Fig. 1: run 1, the clock network
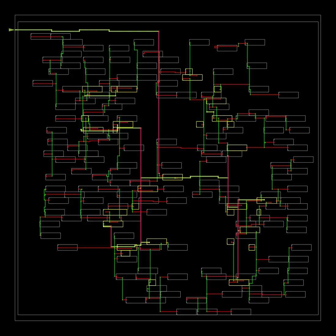
Fig. 2: run 1, sequential cells grouped by signal name
Scale bar: 50 um. Other sequential cells in the stronger gray, the rest of the logic in the fainter gray.
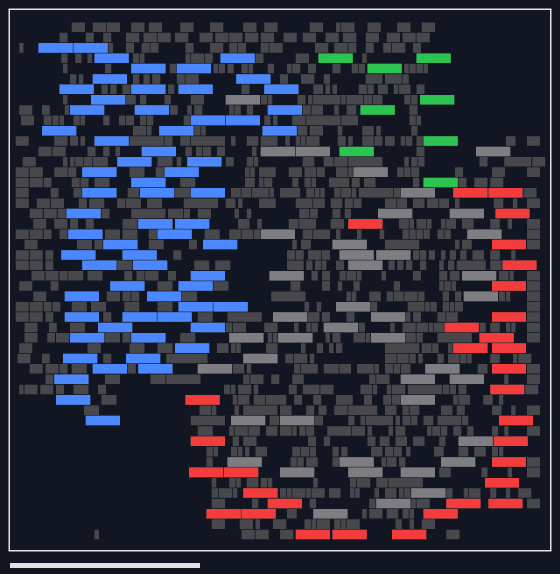
Fig. 3: run 1, wires at chosen ports, followed through buffers
Scale bar: 50 um.
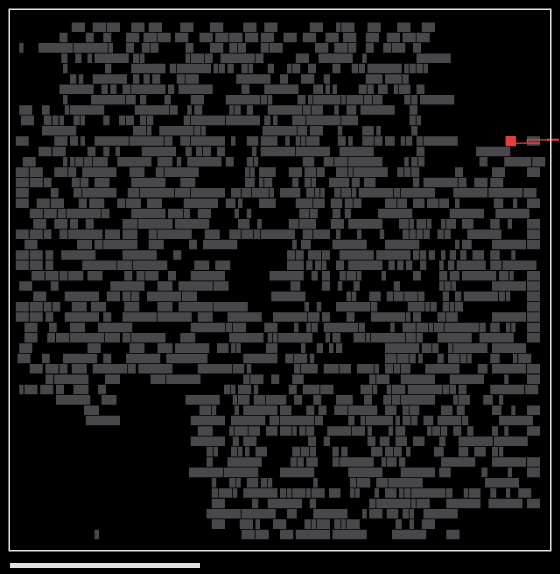
==> config.mk <==
export PLATFORM = sky130hd
export DESIGN_NAME = main_mem_loader_flat
export DESIGN_NICKNAME = d
export VERILOG_FILES = /design/src/rtl/main_mem_loader_if.sv /design/src/rtl/main_mem_loader.sv /design/src/flat_wrapper.sv
export SDC_FILE = /design/constraint.sdc
export NUM_CORES = 1
export LEC_CHECK = 0
export CAP_MARGIN = 20
export CORE_MARGIN = 1
export CORE_UTILIZATION = 40
export DETAILED_ROUTE_END_ITERATION = 8
export PLACE_DENSITY = 0.64
export SKIP_LAST_GASP = 1
export SYNTH_ARGS = -nofsm -noshare
export SYNTH_HDL_FRONTEND = slang
export SYNTH_SLANG_ARGS = --single-unit
==> constraint.sdc <==
create_clock -name clock -period 5.4 [get_ports clock]
set_clock_uncertainty 0.15 [all_clocks]
set_input_delay 1.62 -clock clock [delete_from_list [all_inputs] [get_ports clock]]
set_output_delay 1.62 -clock clock [all_outputs]
set_load 0.01 [all_outputs]
==> src/rtl/main_mem_loader_if.sv <==
// Channel-0 slave memory port and start/done handshake between the loader and the HLS top `main`.
interface main_mem_loader_if #(
  parameter int ADDR_W = 8,
  parameter int DATA_W = 64,
  parameter int SIZE_W = 7
);
  logic              S_oe_ram;
  logic              S_we_ram;
  logic [ADDR_W-1:0] S_addr_ram;
  logic [DATA_W-1:0] S_Wdata_ram;
  logic [SIZE_W-1:0] S_data_ram_size;
  logic              Sout_DataRdy;
  logic              start_port;
  logic              done_port;

  modport master (
    output S_oe_ram, S_we_ram, S_addr_ram, S_Wdata_ram, S_data_ram_size, start_port,
    input  Sout_DataRdy, done_port
  );

  modport slave (
    input  S_oe_ram, S_we_ram, S_addr_ram, S_Wdata_ram, S_data_ram_size, start_port,
    output Sout_DataRdy, done_port
  );
endinterface

==> src/rtl/main_mem_loader.sv <==
// Loads a little-endian byte image into `main` through slave channel 0, then starts it and times the run.
// Optional watchdog on the ready/done waits: define MAIN_MEM_LOADER_WATCHDOG_EN.
module main_mem_loader #(
  parameter int ADDR_W      = 8,
  parameter int DATA_W      = 64,
  parameter int SIZE_W      = 7,
  parameter int CNT_W       = 32,
  parameter int WDOG_CYCLES = 1024
) (
  input  logic              clock,
  input  logic              reset,
  input  logic              base_valid,
  input  logic [ADDR_W-1:0] base_addr,
  input  logic              byte_valid,
  input  logic [7:0]        byte_data,
  input  logic              byte_last,
  output logic              byte_ready,
  main_mem_loader_if.master mem,
  output logic [CNT_W-1:0]  sim_cycles,
  output logic              run_done,
  output logic              error
);
  localparam int NBYTES = DATA_W / 8;
  localparam int N_W    = $clog2(NBYTES + 1);

  localparam logic [2:0] S_IDLE     = 3'd0;
  localparam logic [2:0] S_COLLECT  = 3'd1;
  localparam logic [2:0] S_WRITE    = 3'd2;
  localparam logic [2:0] S_WAIT_RDY = 3'd3;
  localparam logic [2:0] S_START    = 3'd4;
  localparam logic [2:0] S_RUN      = 3'd5;
  localparam logic [2:0] S_DONE     = 3'd6;

  if (((DATA_W % 8) != 0) || (WDOG_CYCLES < 1)) begin : g_bad_param
    $error("main_mem_loader: DATA_W must be a multiple of 8 and WDOG_CYCLES >= 1");
  end

  logic [2:0]        state_q;
  logic [ADDR_W-1:0] addr_q;
  logic [DATA_W-1:0] word_q;
  logic [N_W-1:0]    n_q;
  logic              last_q;
  logic [CNT_W-1:0]  cnt_q;
  logic              wdog_hit;

  function automatic logic [CNT_W-1:0] sat_inc(input logic [CNT_W-1:0] v);
    return (&v) ? v : v + CNT_W'(1);
  endfunction

`ifdef MAIN_MEM_LOADER_WATCHDOG_EN
  localparam int WD_W = $clog2(WDOG_CYCLES + 1);
  logic [WD_W-1:0] wdog_q;

  // Counts cycles spent in the current wait state; restarts on every state change.
  always_ff @(posedge clock or posedge reset) begin
    if (reset) begin
      wdog_q <= '0;
    end else if ((state_q == S_WAIT_RDY) || (state_q == S_RUN)) begin
      wdog_q <= wdog_q + WD_W'(1);
    end else begin
      wdog_q <= '0;
    end
  end

  assign wdog_hit = (wdog_q == WD_W'(WDOG_CYCLES - 1));
`else
  assign wdog_hit = 1'b0;
`endif

  assign byte_ready          = (state_q == S_COLLECT);
  assign mem.S_oe_ram        = 1'b0;
  assign mem.S_we_ram        = (state_q == S_WRITE);
  assign mem.S_addr_ram      = (state_q == S_WRITE) ? addr_q : '0;
  assign mem.S_Wdata_ram     = (state_q == S_WRITE) ? word_q : '0;
  assign mem.S_data_ram_size = (state_q == S_WRITE) ? SIZE_W'({n_q, 3'b000}) : '0;
  assign mem.start_port      = (state_q == S_START);

  always_ff @(posedge clock or posedge reset) begin
    if (reset) begin
      state_q    <= S_IDLE;
      addr_q     <= '0;
      word_q     <= '0;
      n_q        <= '0;
      last_q     <= 1'b0;
      cnt_q      <= '0;
      sim_cycles <= '0;
      run_done   <= 1'b0;
      error      <= 1'b0;
    end else begin
      case (state_q)
        S_IDLE, S_DONE: begin
          if (byte_valid && (state_q == S_IDLE)) error <= 1'b1;
          if (base_valid) begin
            addr_q     <= base_addr;
            word_q     <= '0;
            n_q        <= '0;
            last_q     <= 1'b0;
            run_done   <= 1'b0;
            sim_cycles <= '0;
            state_q    <= S_COLLECT;
          end
        end
        S_COLLECT: begin
          if (byte_valid) begin
            for (int i = 0; i < NBYTES; i++) begin
              if (n_q == N_W'(i)) word_q[8*i +: 8] <= byte_data;
            end
            n_q <= n_q + N_W'(1);
            if (byte_last || (n_q == N_W'(NBYTES - 1))) begin
              last_q  <= byte_last;
              state_q <= S_WRITE;
            end
          end
        end
        S_WRITE: state_q <= S_WAIT_RDY;
        S_WAIT_RDY: begin
          if (mem.Sout_DataRdy) begin
            addr_q  <= addr_q + ADDR_W'(n_q);
            n_q     <= '0;
            word_q  <= '0;
            state_q <= last_q ? S_START : S_COLLECT;
          end else if (wdog_hit) begin
            error      <= 1'b1;
            run_done   <= 1'b1;
            sim_cycles <= '1;
            state_q    <= S_DONE;
          end
        end
        S_START: begin
          cnt_q <= CNT_W'(1);
          if (mem.done_port) begin
            sim_cycles <= CNT_W'(1);
            run_done   <= 1'b1;
            state_q    <= S_DONE;
          end else begin
            state_q <= S_RUN;
          end
        end
        // cnt_q holds the cycles already elapsed; the current RUN cycle adds one more.
        S_RUN: begin
          if (mem.done_port) begin
            sim_cycles <= sat_inc(cnt_q);
            run_done   <= 1'b1;
            state_q    <= S_DONE;
          end else if (wdog_hit) begin
            error      <= 1'b1;
            run_done   <= 1'b1;
            sim_cycles <= '1;
            state_q    <= S_DONE;
          end else begin
            cnt_q <= sat_inc(cnt_q);
          end
        end
        default: state_q <= S_IDLE;
      endcase
    end
  end
endmodule

==> src/flat_wrapper.sv <==
// flat-port wrapper written by rule: the top's interface ports become plain ports
module main_mem_loader_flat 
#(
  parameter int ADDR_W      = 8,
  parameter int DATA_W      = 64,
  parameter int SIZE_W      = 7,
  parameter int CNT_W       = 32,
  parameter int WDOG_CYCLES = 1024
)
  (clock, reset, base_valid, base_addr, byte_valid, byte_data, byte_last, byte_ready, sim_cycles, run_done, error, mem_S_oe_ram, mem_S_we_ram, mem_S_addr_ram, mem_S_Wdata_ram, mem_S_data_ram_size, mem_start_port, mem_Sout_DataRdy, mem_done_port);
  main_mem_loader_if #(.ADDR_W(ADDR_W), .DATA_W(DATA_W), .SIZE_W(SIZE_W)) mem_i ();
  input  logic clock;
  input  logic reset;
  input  logic base_valid;
  input  logic [ADDR_W-1:0] base_addr;
  input  logic byte_valid;
  input  logic [7:0] byte_data;
  input  logic byte_last;
  output logic byte_ready;
  output logic [CNT_W-1:0] sim_cycles;
  output logic run_done;
  output logic error;
  output wire logic [$bits(mem_i.S_oe_ram)-1:0] mem_S_oe_ram;
  output wire logic [$bits(mem_i.S_we_ram)-1:0] mem_S_we_ram;
  output wire logic [$bits(mem_i.S_addr_ram)-1:0] mem_S_addr_ram;
  output wire logic [$bits(mem_i.S_Wdata_ram)-1:0] mem_S_Wdata_ram;
  output wire logic [$bits(mem_i.S_data_ram_size)-1:0] mem_S_data_ram_size;
  output wire logic [$bits(mem_i.start_port)-1:0] mem_start_port;
  input wire logic [$bits(mem_i.Sout_DataRdy)-1:0] mem_Sout_DataRdy;
  input wire logic [$bits(mem_i.done_port)-1:0] mem_done_port;
  assign mem_S_oe_ram = mem_i.S_oe_ram;
  assign mem_S_we_ram = mem_i.S_we_ram;
  assign mem_S_addr_ram = mem_i.S_addr_ram;
  assign mem_S_Wdata_ram = mem_i.S_Wdata_ram;
  assign mem_S_data_ram_size = mem_i.S_data_ram_size;
  assign mem_start_port = mem_i.start_port;
  assign mem_i.Sout_DataRdy = mem_Sout_DataRdy;
  assign mem_i.done_port = mem_done_port;
  main_mem_loader #(.ADDR_W(ADDR_W), .DATA_W(DATA_W), .SIZE_W(SIZE_W), .CNT_W(CNT_W), .WDOG_CYCLES(WDOG_CYCLES)) u_core (.clock(clock), .reset(reset), .base_valid(base_valid), .base_addr(base_addr), .byte_valid(byte_valid), .byte_data(byte_data), .byte_last(byte_last), .byte_ready(byte_ready), .mem(mem_i), .sim_cycles(sim_cycles), .run_done(run_done), .error(error));
endmodule
==> flow_summary.yaml, run 1 <==
# physical design summary
synth:
  yosysTopAreaCell: "dfrtp_1"
  xor_area_share_pct: 3.581
  synth_top_cell_by_count: "dfrtp_1"
  async_flop_share_pct: 100.0
  netlist.area_leader.share_pct: 46.68
  ys_cells: 810
  yosys_area_mm2: 0.007826
  synth-adder-area-share_pct: 1.695
  netlist-cell-type-count: 70
  edf_count: 0
  top_logic_kind: "simple AND/OR/NAND/NOR gates"
  avgSynthCellArea_um2: 9.662
finish:
  regMostFlops: "u_core.word_q"
  nNetsFinal: 959
  fin_area_mm2: 0.009937
  num-nonclk-buffers: 145
  antenna_cells: 0
  largest_cell_class: "combinational gates"
  drive_above_1_share_pct: 12.25
  nonClkBufAreaFrac_pct: 14.48
  clkCellAreaFrac_pct: 5.742
  area_growth_pct: 26.97
  comb_area_share_pct: 39.17
worst_setup_path:
  cpMaxStageDelayCell: "dfrtp_1"
  crit_end: "mem_S_Wdata_ram[31]"
  crit_family: "buffers and inverters"
  cpPeakStageDelay_ns: 0.58
  start_kind: "register"
  cp.depth: 4
  r2r_start: "u_core.state_q[0]"
power:
  switching_power_mw: 1.737
  switching_share_pct: 38.64
  pwr-share-seq_pct: 36.9
  clkPwrFrac_pct: 25.8
  p_per_area_mw_per_mm2: 452.3
placed_design:
  dp_worst_setup_slack_ns: 1.341
  place_congestion: 0.8236
  dp_cells: 1167
routing:
  num_vias: 6196
  routed_wl_mm: 19.53
  avgRoutedWirePerCell_um: 16.29
  wl_met1_mm: 9.793
  dr.first_iter.drc_count: 341
floorplan:
  chipArea_mm2: 0.02013
  tapCellCount: 260
  core_mm2: 0.01896
worst_hold_path:
  hold_class: "register to register"
  whs_endpoint: "u_core.sim_cycles[8]"
clock_network:
  path_clk_slew_ns: 0.06
  clock_latency_ns: 0.43
  cts_hold_buf: 0
timing:
  hold_viol: 0
  slew_violations: 0
  setup_viol: 0
  fin_crit_ns: 4.325
  timing.fmax_mhz: 231.2
  worst_pin_slew_ns: 0.9085
  setup_tns_ns: 0
  fin_ws_ns: 1.075
  grt_setup_unrepaired: "no"
global_routing:
  grt_overflow: 0
  grt_pass1_wl_mm: 32.38
  met2_usage_pct: 31.29
status:
  run_status: "finished clean"
job:
  max-cap-violations: 0
About Fig. 1:
clock buffer count: 17
clk sinks: 146
CTS Buf Count: 17
clk pwr: 1.16 mW

About Fig. 2:
legend:
  green:
    signal: u_core.addr_q
    placed_flops: 8
    where: top right
  blue:
    signal: u_core.word_q
    placed_flops: 64
  red:
    signal: u_core.sim_cycles
    placed_flops: 32
not colored: 42
sequential share of cell area: 36.77%
Sequential Power: 1.66 mW
Reg area: 0.003654 mm^2
Finished Core Util: 52.42%

About Fig. 3:
legend:
  red:
    port: reset
    bits: 1
    direction: input
    edge: right
    end_cells: 1
    buffers: 1
    wire: 14.5 um
I/O pins: 140
IO Port Bufs: 135

==> run 1 -> run 2 <==
--- a/config.mk
+++ b/config.mk
@@ -9,7 +9,7 @@
 export CORE_MARGIN = 1
 export CORE_UTILIZATION = 40
 export DETAILED_ROUTE_END_ITERATION = 8
-export PLACE_DENSITY = 0.64
+export PLACE_DENSITY = 0.61
 export SKIP_LAST_GASP = 1
 export SYNTH_ARGS = -nofsm -noshare
 export SYNTH_HDL_FRONTEND = slang
==> constraint.sdc (replaced) <==
create_clock -name clock -period 4.3 [get_ports clock]
set_clock_uncertainty 0.15 [all_clocks]
set_input_delay 1.29 -clock clock [delete_from_list [all_inputs] [get_ports clock]]
set_output_delay 1.29 -clock clock [all_outputs]
set_load 0.01 [all_outputs]
Fig. 4: run 2, close-up of the layout
Region (15, 86) to (55, 126) um. Cells in gray, sequential cells in the stronger gray; small squares are vias.
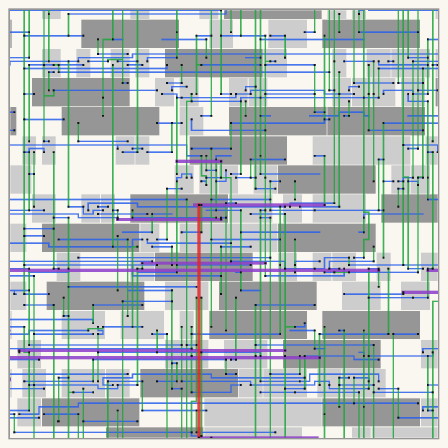
legend:
  red:
    layer: M4
  purple:
    layer: M3
  green:
    layer: M2
  blue:
    layer: M1
netlist names of flops here include: u_core.word_q (22)
cells with their middle in the window: 90
most frequent: dfrtp_1 (22), and2_1 (19), o21ai_0 (12)
sequential cells in the window: 22

Fig. 5: run 2, the clock network
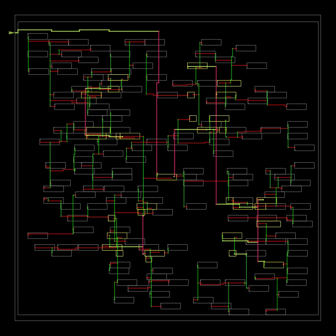
Clock Latency Late Sink: 0.42 ns
FF+latch count: 146
clock buffer count: 19
clk pwr: 1.58 mW

==> run 2 against run 1 <==
Total power increased by 30%. Die area unchanged. Final area increased by 1.4%. Register-to-register slack got worse by 1.1 ns. Clock power increased by 36%. Critical path depth unchanged. Global-route usage increased by 0.67 points. Non-clock buffer count increased by 6. Largest cell class unchanged.
==> flow_summary.yaml, run 2 <==
# physical design summary
synth:
  ys_cells: 810
  netlist.area_leader.share_pct: 46.68
  top_logic_kind: "simple AND/OR/NAND/NOR gates"
  yosys_area_mm2: 0.007826
  async_flop_share_pct: 100.0
  synth-adder-area-share_pct: 1.695
  xor_area_share_pct: 3.581
  yosysTopAreaCell: "dfrtp_1"
  synth_top_cell_by_count: "dfrtp_1"
  avgSynthCellArea_um2: 9.662
  edf_count: 0
worst_hold_path:
  whs_endpoint: "u_core.error"
  hold_class: "register to register"
finish:
  final_core_util_pct: 53.17
  nNetsFinal: 965
  regMostFlops: "u_core.word_q"
  largest_reg_flops: 64
  fin_area_mm2: 0.01008
  seq_share_pct: 36.25
  drive_above_1_share_pct: 12.91
  area_growth_pct: 28.78
  nonClkBufAreaFrac_pct: 15.10
  largest_cell_class: "combinational gates"
  antenna_cells: 0
  comb_area_share_pct: 38.66
  regArea_mm2: 0.003654
  clkCellAreaFrac_pct: 6.207
  num-nonclk-buffers: 151
clock_network:
  path_clk_slew_ns: 0.06
  cts_buffers: 17
  cts_hold_buf: 0
  cts.sinks: 146
power:
  pwr-share-seq_pct: 35.2
  clkPwrFrac_pct: 27.1
  switching_share_pct: 37.57
  p_per_area_mw_per_mm2: 578.4
  switching_power_mw: 2.190
  powerSeq_mw: 2.05
  total_power_mw: 5.830
floorplan:
  io_pins: 140
  core_mm2: 0.01896
  dieHeight_um: 141.9
  tapCellCount: 260
worst_setup_path:
  cpMaxStageDelayCell: "clkdlybuf4s50_1"
  start_kind: "register"
  cp.depth: 4
  crit_end: "mem_S_Wdata_ram[54]"
  r2r_start: "u_core.cnt_q[0]"
  cpPeakStageDelay_ns: 0.55
placed_design:
  dp_cells: 1173
  port_buffers: 135
  dp_worst_setup_slack_ns: 0.6040
  place_congestion: 0.8252
  dp_hpwl_mm: 13.72
timing:
  worst_pin_slew_ns: 0.7646
  setup_tns_ns: 0
  slew_violations: 0
  timing.fmax_mhz: 254.2
  setup_viol: 0
  hold_viol: 0
  fin_ws_ns: 0.3662
global_routing:
  grt_overflow: 0
  grt_pass1_wl_mm: 33.32
  grt_max_degree: 75
  met2_usage_pct: 32.33
routing:
  wl_met1_mm: 9.847
  routed_wl_mm: 20.07
  avgRoutedWirePerCell_um: 16.66
  num_vias: 6273
  dr.first_iter.drc_count: 388
job:
  max-cap-violations: 0
status:
  run_status: "finished clean"
No activity file was given, so power comes from the tool's default toggle rates.
